## src/rtl/mem_arb_pkg.sv

```systemverilog
// Shared encodings for the IF/D memory arbiter.
// States and owner ids used by mem_arbiter and mem_arb_pick.
package mem_arb_pkg;

  typedef enum logic [1:0] {
    ST_IDLE    = 2'd0,
    ST_ACCESS  = 2'd1,
    ST_CAPTURE = 2'd2
  } state_e;

  typedef enum logic {
    OWN_IF = 1'b0,
    OWN_D  = 1'b1
  } owner_e;

endpackage

```

## src/rtl/mem_arb_pick.sv

```systemverilog
// Combinational grant between fetch and data ports.
// MEM_ARB_RR_EN selects round-robin; default is fixed D > IF.
module mem_arb_pick
  import mem_arb_pkg::*;
(
  input  logic   if_req,
  input  logic   d_req,
  input  owner_e last_owner,
  output logic   grant_if,
  output logic   grant_d
);

`ifdef MEM_ARB_RR_EN
  always_comb begin
    grant_if = 1'b0;
    grant_d  = 1'b0;
    if (if_req && d_req) begin
      // Port that did not win last time goes first
      if (last_owner == OWN_D) grant_if = 1'b1;
      else                     grant_d  = 1'b1;
    end else begin
      grant_if = if_req;
      grant_d  = d_req;
    end
  end
`else
  logic unused_last;
  assign unused_last = last_owner;

  assign grant_d  = d_req;
  assign grant_if = if_req & ~d_req;
`endif

endmodule

```

## src/rtl/mem_arbiter.sv

```systemverilog
// Single-port memory arbiter: IF and D share one bus, 3 cycles/access.
// Define MEM_ARB_RR_EN for round-robin instead of fixed D > IF.
module mem_arbiter
  import mem_arb_pkg::*;
#(
  parameter int ADDR_W = 32,
  parameter int DATA_W = 32
) (
  input  logic              clk,
  input  logic              rstn,
  input  logic              if_req,
  input  logic [ADDR_W-1:0] if_addr,
  output logic              if_ready,
  output logic              if_rvalid,
  output logic [DATA_W-1:0] if_rdata,
  input  logic              d_req,
  input  logic              d_we,
  input  logic [ADDR_W-1:0] d_addr,
  input  logic [DATA_W-1:0] d_wd,
  output logic              d_ready,
  output logic              d_rvalid,
  output logic [DATA_W-1:0] d_rdata,
  output logic              mem_we,
  output logic [ADDR_W-1:0] mem_addr,
  output logic [DATA_W-1:0] mem_wd,
  input  logic [DATA_W-1:0] mem_rd,
  output logic              busy
);

  state_e            state_q, state_d;
  owner_e            owner_q, owner_d;
  logic [ADDR_W-1:0] addr_q, addr_d;
  logic [DATA_W-1:0] wd_q, wd_d;
  logic              we_q, we_d;
  logic              if_rv_q, if_rv_d;
  logic              d_rv_q, d_rv_d;
  logic [DATA_W-1:0] if_rd_q, if_rd_d;
  logic [DATA_W-1:0] d_rd_q, d_rd_d;
  logic              grant_if, grant_d;
  logic              idle;
  owner_e            last_owner;

  assign idle = (state_q == ST_IDLE);

  mem_arb_pick u_pick (
    .if_req     (if_req),
    .d_req      (d_req),
    .last_owner (last_owner),
    .grant_if   (grant_if),
    .grant_d    (grant_d)
  );

`ifdef MEM_ARB_RR_EN
  owner_e last_q;

  always_ff @(posedge clk or negedge rstn) begin
    if (!rstn) begin
      last_q <= OWN_IF;
    end else if (idle && grant_d) begin
      last_q <= OWN_D;
    end else if (idle && grant_if) begin
      last_q <= OWN_IF;
    end
  end

  assign last_owner = last_q;
`else
  assign last_owner = OWN_IF;
`endif

  always_comb begin
    state_d = state_q;
    owner_d = owner_q;
    addr_d  = addr_q;
    wd_d    = wd_q;
    we_d    = we_q;
    unique case (state_q)
      ST_IDLE: begin
        if (grant_d) begin
          state_d = ST_ACCESS;
          owner_d = OWN_D;
          addr_d  = d_addr;
          wd_d    = d_wd;
          we_d    = d_we;
        end else if (grant_if) begin
          state_d = ST_ACCESS;
          owner_d = OWN_IF;
          addr_d  = if_addr;
          we_d    = 1'b0;
        end
      end
      ST_ACCESS:  state_d = ST_CAPTURE;
      ST_CAPTURE: state_d = ST_IDLE;
      default:    state_d = ST_IDLE;
    endcase
  end

  // Responses register on the CAPTURE edge; stores leave rdata alone
  always_comb begin
    if_rv_d = (state_q == ST_CAPTURE) && (owner_q == OWN_IF);
    d_rv_d  = (state_q == ST_CAPTURE) && (owner_q == OWN_D);
    if_rd_d = if_rv_d ? mem_rd : if_rd_q;
    d_rd_d  = (d_rv_d && !we_q) ? mem_rd : d_rd_q;
  end

  always_ff @(posedge clk or negedge rstn) begin
    if (!rstn) begin
      state_q <= ST_IDLE;
      owner_q <= OWN_IF;
      addr_q  <= '0;
      wd_q    <= '0;
      we_q    <= 1'b0;
      if_rv_q <= 1'b0;
      d_rv_q  <= 1'b0;
      if_rd_q <= '0;
      d_rd_q  <= '0;
    end else begin
      state_q <= state_d;
      owner_q <= owner_d;
      addr_q  <= addr_d;
      wd_q    <= wd_d;
      we_q    <= we_d;
      if_rv_q <= if_rv_d;
      d_rv_q  <= d_rv_d;
      if_rd_q <= if_rd_d;
      d_rd_q  <= d_rd_d;
    end
  end

  // Ready is gated by rstn so it reads 0 while reset is held
  assign if_ready  = rstn && idle && grant_if;
  assign d_ready   = rstn && idle && grant_d;
  assign if_rvalid = if_rv_q;
  assign d_rvalid  = d_rv_q;
  assign if_rdata  = if_rd_q;
  assign d_rdata   = d_rd_q;
  assign mem_we    = (state_q == ST_ACCESS) && we_q;
  assign mem_addr  = addr_q;
  assign mem_wd    = wd_q;
  assign busy      = !idle;

endmodule

```

## config.mk

```make
export PLATFORM = sky130hd
export DESIGN_NAME = mem_arbiter
export DESIGN_NICKNAME = d
export VERILOG_FILES = /design/src/rtl/mem_arb_pkg.sv /design/src/rtl/mem_arb_pick.sv /design/src/rtl/mem_arbiter.sv
export SDC_FILE = /design/constraint.sdc
export NUM_CORES = 1
export LEC_CHECK = 0
export CAP_MARGIN = 20
export CORE_MARGIN = 4
export CORE_UTILIZATION = 44
export DETAILED_ROUTE_END_ITERATION = 10
export GPL_ROUTABILITY_DRIVEN = 0
export PLACE_DENSITY = 0.92
export REMOVE_ABC_BUFFERS = 1
export SYNTH_ARGS = -nofsm -noshare
export SYNTH_HDL_FRONTEND = slang
export SYNTH_SLANG_ARGS = --single-unit
```

## constraint.sdc

```tcl
create_clock -name clk -period 2.95 [get_ports clk]
set_input_delay 0.885 -clock clk [delete_from_list [all_inputs] [get_ports clk]]
set_output_delay 0.885 -clock clk [all_outputs]
set_load 0.03 [all_outputs]
```

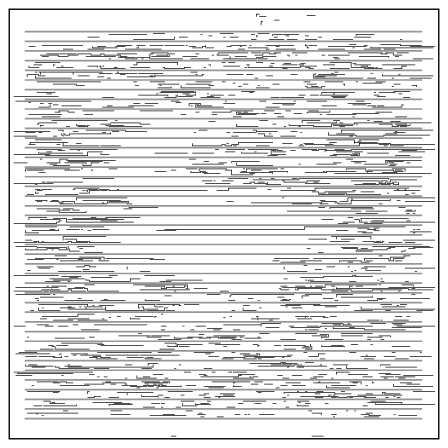
(run_1/m1.png)
Supply wires on this layer in gray.
wire length on this layer: 5660 um
longest straight run: 39.3 um
main direction: horizontal

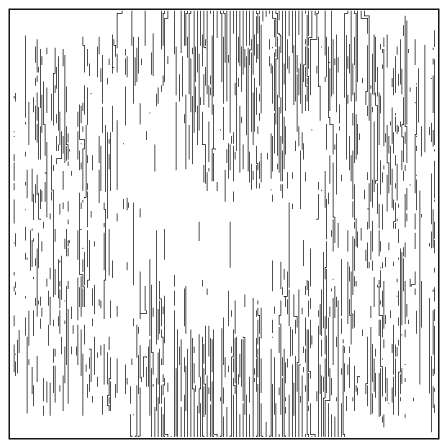
(run_1/m2.png)
nets with wire on the layer: 707
share of all routed wire: 51%
wire length on this layer: 7890 um
main direction: vertical
longest straight run: 54.4 um

==> impl_metrics.ini, run 1 <==
; generated from flow reports
[run_status]
status = finished, final reports clean

[timing]
hold_slack_ns = 0.4898
slew_headroom = 0.3369
fin_crit_sh = 0.9275
max_freq_ghz = 0.3655
skew_ns = 0.008675
setup_viol = 0
tns_ns = 0
rsz0062_at_grt = no
fin_crit_ns = 2.736
fin_ws_ns = 0.2139
hold_viol = 0
max_slew.worst_pin.slew_ns = 0.9947
drv_slew = 0

[global_routing]
grt_max_degree = 81
grt_usage = 0.2182
antenna_found_initial = 0
gr-total-overflow = 0
grt_pass1_vias = 4334
grt_pass1_wl_um = 23960

[worst_setup_path]
end_kind = output pin
path_class = reg -> out
required_ns = 2.07
start_kind = flip-flop
cp_max_fo = 5
cp.arrival_ns = 1.85

[floorplanning]
die_width_um = 120.3
die_h_um = 120.3
fp_util = 0.4564
die_area_um2 = 14480
std_cell_rows = 40
coreArea_um2 = 12160
io_pins = 267

[yosys]
syn_area_um2 = 5550
edf_count = 0
yosysTopAreaCell = dfrtp_1
ys_seq_share = 0.6041
ys.flops = 134
yosys_warnings = 0
syn-mean-instance-area_um2 = 16.97
ys_area_um2 = 5550
syn_inst = 327
synthFlopType = dfrtp_1
ys_cells = 327
area_leaders = dfrtp_1, mux2_2, mux2_4, buf_12, buf_4
ys_types = 20
ys_async_sr_fraction = 1.000
top_cell_area_share = 0.6041

[drt]
drt_pass1_iterations = 4
routed_wl_um = 15470
drc = 0
vias_per_cell = 4.867
drt_iter0_drc = 141
antenna_left = 0
wl_per_cell_um = 19.78
vias = 3806

[clock_tree]
clk_path_buf_depth = 2
path_clk_slew_ns = 0.06
htreeDepth = 4
cts_sinks = 134
post_cts_resized = 0
clock_latency_ns = 0.41
post_cts_buffers = 0
cts_tree = yes
holdBufCountCts = 0
root_buffer = clkbuf_16
cts_buffers = 17

[run]
max_cap_violations = 0
warnings = 25

[cells_and_area]
fin_cells = 782
final_nets = 735
syn2layout_area_growth_pct = 60.10
n_antenna_cell = 0
fillerInstances = 788
postLayoutCoreUtil = 0.7307
drive_gt1_frac = 0.3306

[power]
powerDensity_nw_per_um2 = 1261
cellLeakagePower_nw = 3.697
vdd_ir_drop_max_uv = 752.4

[placement]
dp_slack_ns = 0.2296
io_buffers = 266
place_inst = 751
hpwl_um = 11520

[worst_hold_path]
hold_path_class = reg -> reg
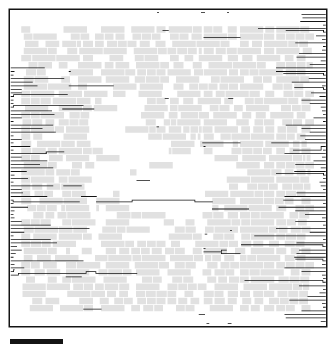
(run_1/m3.png)
Scale bar: 20 um.
main direction: horizontal
share of all routed wire: 9.5%
wire length on this layer: 1460 um
longest straight run: 31.1 um

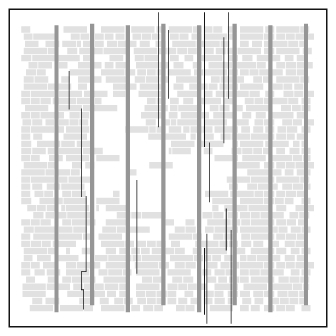
(run_1/m4.png)
Supply wires on this layer in gray.
share of all routed wire: 2.9%
main direction: vertical

## run 1: cells in the mapped netlist (2+ instances only)
| master | n |
|---|---|
| buf_6 | 4 |
| mux2_2 | 130 |
| and2_1 | 2 |
| mux2_4 | 30 |
| buf_2 | 4 |
| dfrtp_1 | 134 |
| buf_12 | 3 |
| nor2_1 | 2 |
| buf_4 | 7 |
## run 1: cell type report
class                      count  area [um^2]  share of cell area
clock inverter                 8        75.07            0.008448
multi-input combinational    173         2018              0.2271
timing repair buffer         274         2744              0.3088
inverter                       2        7.507           0.0008448
clock buffer                  23        478.0             0.05379
tap                          168        210.2             0.02366
sequential                   134         3353              0.3774
## run 1: state kept, by name (all words and copies together), names as in the netlist
name and cells:
d_rdata 32, d_rvalid 1, if_rdata 32, if_rvalid 1
mem_addr 32, mem_wd 32, owner_q 1, state_q 2
we_q 1
## run 1: power by group
group / switching, mW / internal, mW / total (mW) / leakage [nW]
clock: 0.748 / 1.21 / 1.96 / 0.261
sequential: 0.526 / 2.79 / 3.31 / 1.59
combinational: 3.06 / 2.87 / 5.93 / 1.85
total: 4.33 / 6.88 / 11.2 / 3.70
## run 1: metrics by stage
stage               area (um^2)  power [mW]
finish                     8886       11.21
global route               8886       11.72
CTS                        8886       11.34
detailed placement         8333       9.306
global placement           8333       9.108
floorplan                  5373       6.654
## run 1: critical path, stage by stage (launching register included)
cell             delay [ns]
dfrtp_1                0.42
nor2_1                 0.34
inv_1                  0.08
clkdlybuf4s50_1        0.60
## run 1: final timing paths
kind                                  from          to  slack (ns)  cells after the start
worst min-delay path            state_q[1]  state_q[1]        0.49                      1
worst max register to register  state_q[0]  d_rdata[0]        1.12                      4
max in group asynchronous             rstn  mem_wd[18]        1.55                      2
min in group asynchronous             rstn  d_rdata[3]        0.63                      2
worst max-delay path            state_q[0]        busy        0.21                      3
worst min register to register  state_q[1]  state_q[1]        0.49                      1
## run 1: metal layers
| layer | track usage | wire [um] | up-vias |
|---|---|---|---|
| met5 | 0 | 0 | - |
| met4 | 0.09703 | 454 | 0 |
| met3 | 0.09074 | 1462 | 31 |
| met2 | 0.3822 | 7890 | 179 |
| met1 | 0.2292 | 5662 | 1883 |
| li1 | - | - | 1713 |
## run 1: layout by cell type, fill, tap and decap left out, drive strengths merged, types with 2 or more instances in the layout
master	count
clkdlybuf4s50	263
mux2	160
dfrtp	134
clkbuf	23
buf	11
clkinvlp	4
clkinv	3
nor2	2
and2	2
inv	2
nor2b	2
## run 1: cells by family after synthesis
logic type             synth area share
flip-flops                       0.6041
AND-OR/OR-AND                  0.004510
buffers and inverters           0.03336
multiplexers                     0.3449
AND/OR/NAND/NOR                 0.01307
## Run 2: what changed since run 1
- CORE_MARGIN: 4 -> 2
- CORE_UTILIZATION: 44 -> 30
- PLACE_DENSITY: 0.92 -> 0.68
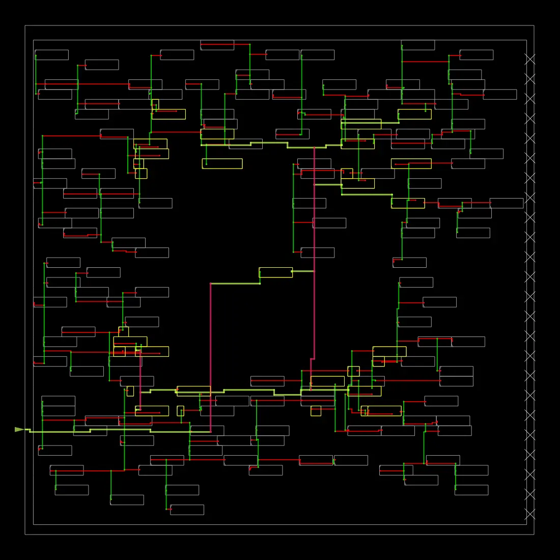
(run_2/clock_nets.png)
CTS buffer count: 17
CTS sink count: 134
clock-net power: 2.16 mW
clock skew: 0.007551 ns
layout sequential cell count: 134

==> impl_metrics.ini, run 2 <==
; generated from flow reports
[cells_and_area]
layout_top_cell = clkdlybuf4s50_1
fillerInstances = 1545
drive_gt1_frac = 0.3382
syn2layout_area_growth_pct = 62.62
n_antenna_cell = 0
design_area_um2 = 9026
final_nets = 735
lay_top_cells = clkdlybuf4s50_1, dfrtp_1, mux2_2

[floorplanning]
io_pins = 267
die_area_um2 = 19610
coreArea_um2 = 18090
die_h_um = 140.0
fp_util = 0.3069
std_cell_rows = 49
die_width_um = 140.0

[placement]
hpwl_um = 10360
dpl_cell_area_um2 = 8422
io_buffers = 266

[run]
warnings = 27
max_cap_violations = 0

[yosys]
top_cells_by_count = dfrtp_1, mux2_2, mux2_4
top_cell_area_share = 0.6041
synthFlopType = dfrtp_1
syn-mean-instance-area_um2 = 16.97
yosysTopAreaCell = dfrtp_1
syn_inst = 327
ys_types = 20
ys_async_sr_fraction = 1.000
ys_area_um2 = 5550
edf_count = 0
most_common_cell = dfrtp_1
ys.flops = 134
syn_area_um2 = 5550
ys_cells = 327
yosys_warnings = 0
ys_seq_share = 0.6041
area_leaders = dfrtp_1, mux2_2, mux2_4, buf_12, buf_4

[worst_hold_path]
hold_start = mem_addr[15]
hold_path_class = reg -> reg

[global_routing]
gr-total-overflow = 0
grt_usage = 0.1483
grt_pass1_vias = 4182
grt_pass1_wl_um = 22780
grt_max_degree = 135
antenna_found_initial = 0

[timing]
hold_viol = 0
drv_slew = 0
fin_crit_sh = 0.9427
max_slew.worst_pin.slew_ns = 0.7128
fin_crit_ns = 2.781
slew_headroom = 0.5248
tns_ns = 0
max_freq_ghz = 0.3596
setup_viol = 0
rsz0062_at_grt = no

[power]
vdd_ir_drop_max_uv = 592.3
cellLeakagePower_nw = 3.730
swShare = 0.3835
p_seq_frac = 0.291
comb_power_share = 0.519
internal-power_mw = 6.997
powerDensity_nw_per_um2 = 1257
power_mw = 11.35
p_switching_mw = 4.353
p_clk_frac = 0.190

[worst_setup_path]
required_ns = 2.07
cp_max_fo = 4
timing.rr.start = state_q[0]
cp-startpoint = state_q[0]
path_class = reg -> out
rr_endpoint = d_rdata[0]
start_kind = flip-flop
ff2ff_setup_slack_ns = 1.04
end_kind = output pin
cp-endpoint = mem_we
r2r_cells = 4
cp.arrival_ns = 1.90

[run_status]
status = finished with violations
violations = DRC

[drt]
routed_wl_um = 14290
antenna_left = 0
vias_per_cell = 4.442
vias = 3749
drt_pass1_iterations = 11
wl_per_cell_um = 16.93
drc = 24
drt_iter0_drc = 103

[clock_tree]
path_clk_slew_ns = 0.06
post_cts_buffers = 0
clock_latency_ns = 0.41
cts_tree = yes
clk_path_buf_depth = 2
htreeDepth = 4
root_buffer = clkbuf_16
## run 2: kinds of logic (layout without fill, tap and decap cells)
kind of cell / after synthesis / after routing / share of synthesized area
DFF: 134 / 134 / 0.6041
muxes: 160 / 160 / 0.3449
AOI/OAI and AO/OA: 3 / 3 / 0.004510
and+or+nand+nor: 10 / 10 / 0.01307
buffers and inverters: 20 / 308 / 0.03336
## run 2: per-layer routing
| layer | track usage | part of all wire | up-vias |
|---|---|---|---|
| met3 | 0.07077 | 0.12 | 23 |
| li1 | - | - | 1714 |
| met2 | 0.2458 | 0.48 | 188 |
| met1 | 0.1681 | 0.38 | 1824 |
| met4 | 0.05263 | 0.024 | 0 |
| met5 | 0 | 0 | - |
## run 2: how the worst min path moves through the flow
stage | endpoint | slack, ns | cells after the start
after global routing | mem_addr[12] | 0.52 | 1
after CTS | mem_addr[22] | 0.51 | 1
after detailed placement | state_q[1] | 0.48 | 1
after floorplan | state_q[1] | 0.44 | 1
after global placement | state_q[1] | 0.47 | 1
final | mem_addr[15] | 0.50 | 1
## run 2: metrics by stage
step                hold slack [ns]  worst slack, ns    util  std cells
floorplan                    0.4386           0.6720       -        309
global placement             0.4741           0.2572  0.4657        812
detailed placement           0.4795           0.2535  0.4657        812
CTS                          0.5082           0.1430  0.4991        844
global route                 0.5179          0.06849  0.4991        844
finish                       0.5026           0.1691  0.4991        844
## run 2: critical path, stage by stage, from the launching register on
cell and delay, ns:
dfrtp_1 0.44, nor2b_1 0.19, and2_1 0.16, clkdlybuf4s50_1 0.71
## run 2: final cells by class
type | count | area [um^2] | share of cell area
inverter | 2 | 7.507 | 0.0008317
tap | 229 | 286.5 | 0.03174
clock inverter | 15 | 176.4 | 0.01955
sequential | 134 | 3353 | 0.3715
clock buffer | 17 | 425.4 | 0.04713
timing repair buffer | 274 | 2756 | 0.3054
multi-input combinational | 173 | 2021 | 0.2239
## run 2: power by group through the flow
| stage | Clock, mW | Combinational, mW | Sequential (mW) |
|---|---|---|---|
| 3_3_place_gp | 0 | 5.88 | 3.28 |
| 2_1_floorplan | 0 | 1.57 | 5.09 |
| 3_5_place_dp | 0 | 5.95 | 3.33 |
| 5_1_grt | 2.32 | 6.16 | 3.43 |
| 4_1_cts | 2.22 | 5.97 | 3.32 |
| 6_report | 2.16 | 5.89 | 3.30 |
## run 2: what timing repair did
action | CTS | global route
resized | 1 | 0
hold buffers | 0 | 0
endpoints found under the setup margin | 1 | 0
## Run 3: what changed since run 2
- CAP_MARGIN: 20 -> unset
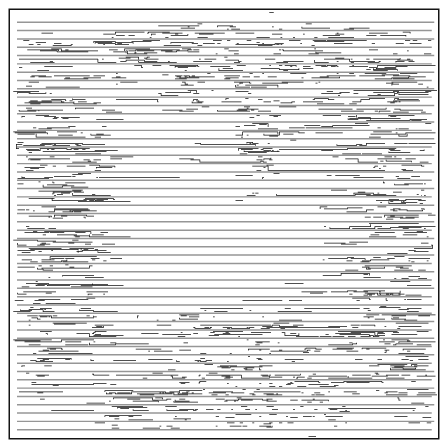
(run_3/m1.png)
Supply wires on this layer in gray.
share of all routed wire: 38%
main direction: horizontal
nets with wire on the layer: 591
wire length on this layer: 5450 um
longest straight run: 38.2 um

==> impl_metrics.ini, run 3 <==
; generated from flow reports
[run_status]
status = finished with violations
violations = DRC

[yosys]
syn_inst = 327
ys_types = 20
synthFlopType = dfrtp_1
ys_seq_share = 0.6041
top_cells_by_count = dfrtp_1, mux2_2, mux2_4
syn_area_um2 = 5550
yosysTopAreaCell = dfrtp_1
top_cell_area_share = 0.6041
ys.flops = 134
syn-mean-instance-area_um2 = 16.97
most_common_cell = dfrtp_1
yosys_warnings = 0
edf_count = 0
area_leaders = dfrtp_1, mux2_2, mux2_4, buf_12, buf_4
ys_async_sr_fraction = 1.000
ys_cells = 327
ys_area_um2 = 5550

[worst_setup_path]
critPathBufInv = 1
rr_endpoint = d_rdata[0]
ff2ff_setup_slack_ns = 1.04
cp_max_fo = 4
path_class = reg -> out
r2r_cells = 4
timing.rr.start = state_q[0]
start_kind = flip-flop
critPathTopFamily = buffers and inverters
crit_chain = nor2b_1 -> and2_1 -> clkdlybuf4s50_1
cp.arrival_ns = 1.90
end_kind = output pin
max_stage_delay_ns = 0.71
required_ns = 2.07
critPathSlowestCell = clkdlybuf4s50_1

[global_routing]
gr-total-overflow = 0
grt_pass1_wl_um = 22780
grt_pass1_vias = 4182
grt_usage = 0.1483
antenna_found_initial = 0
grt_max_degree = 135

[floorplanning]
die_width_um = 140.0
io_pins = 267
coreArea_um2 = 18090
die_area_um2 = 19610
fp_util = 0.3069
die_h_um = 140.0
std_cell_rows = 49

[timing]
skew_ns = 0.007551
hold_viol = 0
fin_crit_ns = 2.781
slew_headroom = 0.5248
rsz0062_at_grt = no
drv_slew = 0
setup_viol = 0
fin_crit_sh = 0.9427
tns_ns = 0
hold_slack_ns = 0.5026
max_slew.worst_pin.slew_ns = 0.7128
max_freq_ghz = 0.3596
fin_ws_ns = 0.1691

[cells_and_area]
n_antenna_cell = 0
fillerInstances = 1545
layout_top_cell = clkdlybuf4s50_1
comb_area_um2 = 2021
syn2layout_area_growth_pct = 62.62
drive_gt1_frac = 0.3382
final_nets = 735
lay_top_cells = clkdlybuf4s50_1, dfrtp_1, mux2_2
flop_area_um2 = 3353
postLayoutCoreUtil = 0.4991

[drt]
routed_wl_um = 14290
vias_per_cell = 4.442
antenna_left = 0
wl_per_cell_um = 16.93
drt_pass1_iterations = 11
vias = 3749
drt_iter0_drc = 103
drc = 24

[power]
p_clk_frac = 0.190
comb_power_share = 0.519
p_seq_frac = 0.291
p_switching_mw = 4.353
powerDensity_nw_per_um2 = 1257
swShare = 0.3835
cellLeakagePower_nw = 3.730
internal-power_mw = 6.997
vdd_ir_drop_max_uv = 592.3

[clock_tree]
root_buffer = clkbuf_16
cts_sinks = 134
cts_buffers = 17
clk_path_buf_depth = 2
post_cts_buffers = 0
clock_latency_ns = 0.41
cts_tree = yes
path_clk_slew_ns = 0.06
htreeDepth = 4

[worst_hold_path]
whs_endpoint = mem_addr[15]
worstHoldPathCells = 1
hold_path_class = reg -> reg
hold_start = mem_addr[15]

[run]
warnings = 27
max_cap_violations = 0

[placement]
io_buffers = 266
dp_slack_ns = 0.2535
hpwl_um = 10360
## run 3: power by group through the flow
stage	Sequential (mW)	Clock, mW	Combinational, mW
global placement	3.28	0	5.88
CTS	3.32	2.22	5.97
global route	3.43	2.32	6.16
finish	3.30	2.16	5.89
floorplan	5.09	0	1.57
detailed placement	3.33	0	5.95
## run 3: routing by layer
metal | up-vias | track usage | wire (um) | part of all wire
li1 | 1714 | - | - | -
met1 | 1824 | 0.1681 | 5449 | 0.38
met2 | 188 | 0.2458 | 6828 | 0.48
met3 | 23 | 0.07077 | 1664 | 0.12
met4 | 0 | 0.05263 | 348 | 0.024
met5 | - | 0 | 0 | 0
## run 3: worst max path at each step
| stage | startpoint | end | slack (ns) | cells past startpoint |
|---|---|---|---|---|
| 2_1_floorplan | state_q[0] | if_rdata[0] | 0.67 | 2 |
| 3_3_place_gp | d_req | d_ready | 0.26 | 3 |
| 3_5_place_dp | d_req | d_ready | 0.25 | 3 |
| 4_1_cts | state_q[0] | mem_we | 0.14 | 3 |
| 5_1_grt | state_q[0] | mem_we | 0.07 | 3 |
| 6_report | state_q[0] | mem_we | 0.17 | 3 |
## run 3: timing repair
action / 4_1_cts / 5_1_grt
endpoints found under the setup margin: 1 / 0
hold buffers: 0 / 0
resized: 1 / 0
## run 3: worst reg2reg max path, stage by stage, from the launching register on
cell     delay (ns)
dfrtp_1        0.44
and3b_1        0.27
nor2b_4        0.14
buf_4          0.49
mux2_2         0.46
## run 3: final cells by class
| class | instances | share of cell area |
|---|---|---|
| timing repair buffer | 274 | 0.3054 |
| clock buffer | 17 | 0.04713 |
| inverter | 2 | 0.0008317 |
| sequential | 134 | 0.3715 |
| multi-input combinational | 173 | 0.2239 |
| clock inverter | 15 | 0.01955 |
| tap | 229 | 0.03174 |
## run 3: cells by family (layout without fill, tap and decap cells)
family	after synthesis	in the layout	synth area share
mux	160	160	0.3449
compound gates	3	3	0.004510
flops	134	134	0.6041
buf+inv	20	308	0.03336
simple gates	10	10	0.01307
## run 3: per-stage QoR
stage / area, um^2 / power (mW) / cells
after floorplan: 5373 / 6.654 / 309
after global placement: 8422 / 9.160 / 812
after detailed placement: 8422 / 9.276 / 812
after CTS: 9026 / 11.51 / 844
after global routing: 9026 / 11.92 / 844
final: 9026 / 11.35 / 844
Power figures rest on the tool's default switching activity, not on a simulated workload.
